==> config.mk <==
export PLATFORM = sky130hd
export DESIGN_NAME = demux_rr_scheduler
export DESIGN_NICKNAME = d
export VERILOG_FILES = /design/src/rtl/demux_rr_scheduler.sv
export SDC_FILE = /design/constraint.sdc
export NUM_CORES = 1
export LEC_CHECK = 0
export CELL_PAD_IN_SITES_DETAIL_PLACEMENT = 1
export CELL_PAD_IN_SITES_GLOBAL_PLACEMENT = 2
export CORE_MARGIN = 8
export CORE_UTILIZATION = 22
export CTS_CLUSTER_SIZE = 20
export DETAILED_ROUTE_END_ITERATION = 8
export PLACE_DENSITY_LB_ADDON = 0.1
export RECOVER_POWER = 50
export SLEW_MARGIN = 20
export SYNTH_ARGS = -nofsm -noshare
export SYNTH_HDL_FRONTEND = slang
export SYNTH_SLANG_ARGS = --single-unit
==> constraint.sdc <==
create_clock -name clk -period 1.56 [get_ports clk]
set_input_delay 0.156 -clock clk [delete_from_list [all_inputs] [get_ports clk]]
set_output_delay 0.156 -clock clk [all_outputs]
set_load 0.01 [all_outputs]
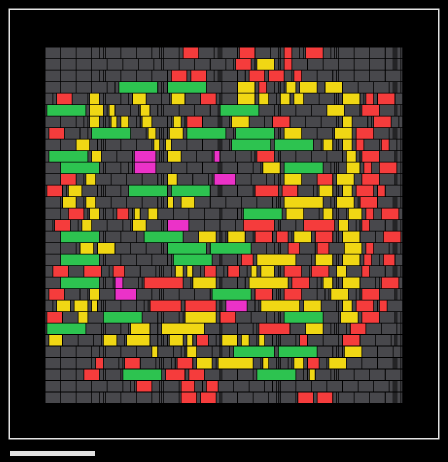
*Cell classes on the final placement*
The bar under the picture is 20 um long. Fill, decap, tap and diode cells in gray.
clock drivers and dummy loads -> magenta  # cells 8
flip-flops -> green  # cells 30
other buffers and delay cells -> red  # cells 96
all other logic -> yellow  # cells 110
Core Footprint: 7137 um^2
flop share of the area: 25.76%
cell row count: 31
final core occ: 40.97%

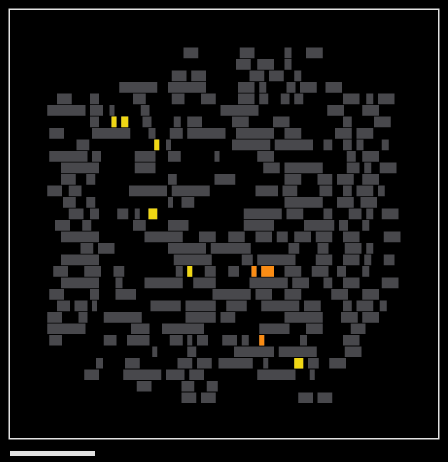
*Selected gate families*
The bar under the picture is 20 um long.
NOR gates -> yellow  # cells 6, most used nor2_1
inverters -> orange  # cells 3
count of non-filler cells in the finished layout: 343
most common cell after layout, fill and taps aside: sky130_fd_sc_hd__clkdlybuf4s50_1

==> flow report <==
DRT
-------------------------------------------------------------------------
Wire length after detailed routing .........................      5676 um
Total via count after detailed routing .....................        1,467
Detail Route Antenna Nets ..................................            0
Violation count after the first detailed-routing iteration .           24
Routed len/inst ............................................     16.55 um
Iteration tally of the first detailed-router pass ..........            4

RUN
-------------------------------------------------------------------------
Tool Warnings ..............................................           31
Number of max-cap violations ...............................            0

POWER
-------------------------------------------------------------------------
Gate power share ...........................................        57.7%
Worst vdd ir ...............................................  0.0007061 V
Share of total power in the clock network ..................        14.1%
NetSw ......................................................     1.654 mW

SYNTH
-------------------------------------------------------------------------
Total number of yosys warnings .............................            0
Number of cell instances after yosys synthesis .............          147

FINAL TIMING
-------------------------------------------------------------------------
Worst-Margin Slew ..........................................    0.7956 ns
Count of endpoints failing setup in the final report .......           47
Final critical-path setup slack ............................   -0.1731 ns

DIE
-------------------------------------------------------------------------
Chip footprint .............................................  10,250 um^2

CELLS AND AREA
-------------------------------------------------------------------------
Final standard cell area without fillers ...................    2924 um^2
Most frequently placed logic cells in the final layout ..... 30 x sky130_fd_sc_hd__clkdlybuf4s50_1, 28 x sky130_fd_sc_hd__dfrtp_1, 27 x sky130_fd_sc_hd__buf_6
Synth-to-Final Area Change .................................       82.86%
Max reg flops ..............................................           16

CTS
-------------------------------------------------------------------------
Later-pin clock latency in the skew report .................      0.28 ns
CTS tree ...................................................         done
Number of buffers created by CTS ...........................            5

GLOBAL ROUTE
-------------------------------------------------------------------------
Aggregate global-route resource usage ......................       11.17%
GRT Residual Overflow ......................................            0
Number of global-route vias before repair ..................        1,646
Pin count of the biggest net entering global routing .......           39

STATUS
-------------------------------------------------------------------------
Result of the run .......................................... finished with violations
Violated checks ............................................ negative setup slack

SETUP PATH
-------------------------------------------------------------------------
Kind of end point of the critical path .....................         flop
Arrival time of data at the critical path endpoint .........      1.90 ns
Startpoint kind of the worst setup timing path .............         flop
Worst r2r path cells .......................................            7
Ordered cell list for the critical path .................... buf_12 > buf_8 > mux2i_4 > o32ai_4 > buf_12 > nand4_1 > xnor2_1

PLACE
-------------------------------------------------------------------------
Placed wire-length estimate after detailed placement .......      4043 um
Gpl congestion .............................................       0.6916
Port bufs ..................................................           70

## synthesized netlist by cell type
library cell / n
sky130_fd_sc_hd__o22ai_2: 1
sky130_fd_sc_hd__xor2_1: 1
sky130_fd_sc_hd__ha_1: 5
sky130_fd_sc_hd__nand4_1: 10
sky130_fd_sc_hd__xnor2_1: 14
sky130_fd_sc_hd__nor2b_1: 2
sky130_fd_sc_hd__nand2b_1: 1
sky130_fd_sc_hd__nand3_1: 2
sky130_fd_sc_hd__nand4b_1: 1
sky130_fd_sc_hd__o21ai_0: 1
sky130_fd_sc_hd__mux2i_1: 3
sky130_fd_sc_hd__nand2_1: 9
sky130_fd_sc_hd__buf_2: 2
sky130_fd_sc_hd__nor3_1: 1
sky130_fd_sc_hd__clkbuf_1: 4
sky130_fd_sc_hd__and3_1: 34
sky130_fd_sc_hd__conb_1: 1
sky130_fd_sc_hd__mux2_2: 12
sky130_fd_sc_hd__a21oi_1: 1
sky130_fd_sc_hd__dfrtp_1: 30
sky130_fd_sc_hd__o32ai_4: 1
sky130_fd_sc_hd__nor2_1: 3
sky130_fd_sc_hd__inv_1: 3
sky130_fd_sc_hd__and2_1: 4
sky130_fd_sc_hd__buf_6: 1
## metal layers
metal	routed length [um]	vias up	global-route usage, %
li1	-	712	-
met1	2331	705	12.47
met2	2904	48	19.13
met3	410	2	4.536
met4	29	0	3.093
met5	0	-	0
## cells by family (layout without fill, tap and decap cells)
group / count (synthesis) / count (layout) / synth area share, %
AOI/OAI and AO/OA: 4 / 4 / 3.129
DFF: 30 / 30 / 46.95
adders and majority gates: 5 / 5 / 3.912
muxes: 15 / 15 / 10.33
and+or+nand+nor: 67 / 67 / 24.26
other: 1 / 1 / 0.2345
xor gates and xnor gates: 15 / 15 / 8.216
buffers and inverters: 10 / 107 / 2.973
## what timing repair did
| item | in CTS | in global routing |
|---|---|---|
| gates resized | 178 | 53 |
| pin swaps | 7 | 5 |
| endpoints found under the setup margin | 56 | 67 |
| cloned | 1 | 0 |
| hold endpoints to repair | 0 | 0 |
| buffers inserted | 7 | 5 |
## final cells by class
type                       instances  area (um^2)
clock buffer                       7        86.33
timing repair buffer              96        950.9
inverter                           3        16.27
multi-input combinational        107        988.4
clock inverter                     1        5.005
sequential                        30        753.2
fill                             805         4213
tap                               99        123.9
## power groups by stage
| stage | Clock [mW] | Sequential, mW | Combinational (mW) |
|---|---|---|---|
| final | 0.640 | 1.27 | 2.61 |
| after global routing | 0.712 | 1.32 | 2.82 |
| after CTS | 0.679 | 1.26 | 2.33 |
| after detailed placement | 0 | 1.26 | 1.93 |
| after global placement | 0 | 1.25 | 1.89 |
| after floorplan | 0 | 1.26 | 0.841 |
## per-stage QoR
step	instances	setup TNS, ns	hold WS (ns)	power, mW	setup WS, ns
floorplan	147	0	-0.1396	2.097	0.04278
global placement	322	-3.914	0.4647	3.136	-0.1336
detailed placement	322	-6.063	0.4623	3.194	-0.2227
CTS	338	-3.592	0.2854	4.264	-0.1857
global route	343	-7.072	0.4801	4.845	-0.2438
finish	343	-3.728	0.4587	4.524	-0.1731
Power is estimated from default activity; no workload was simulated.
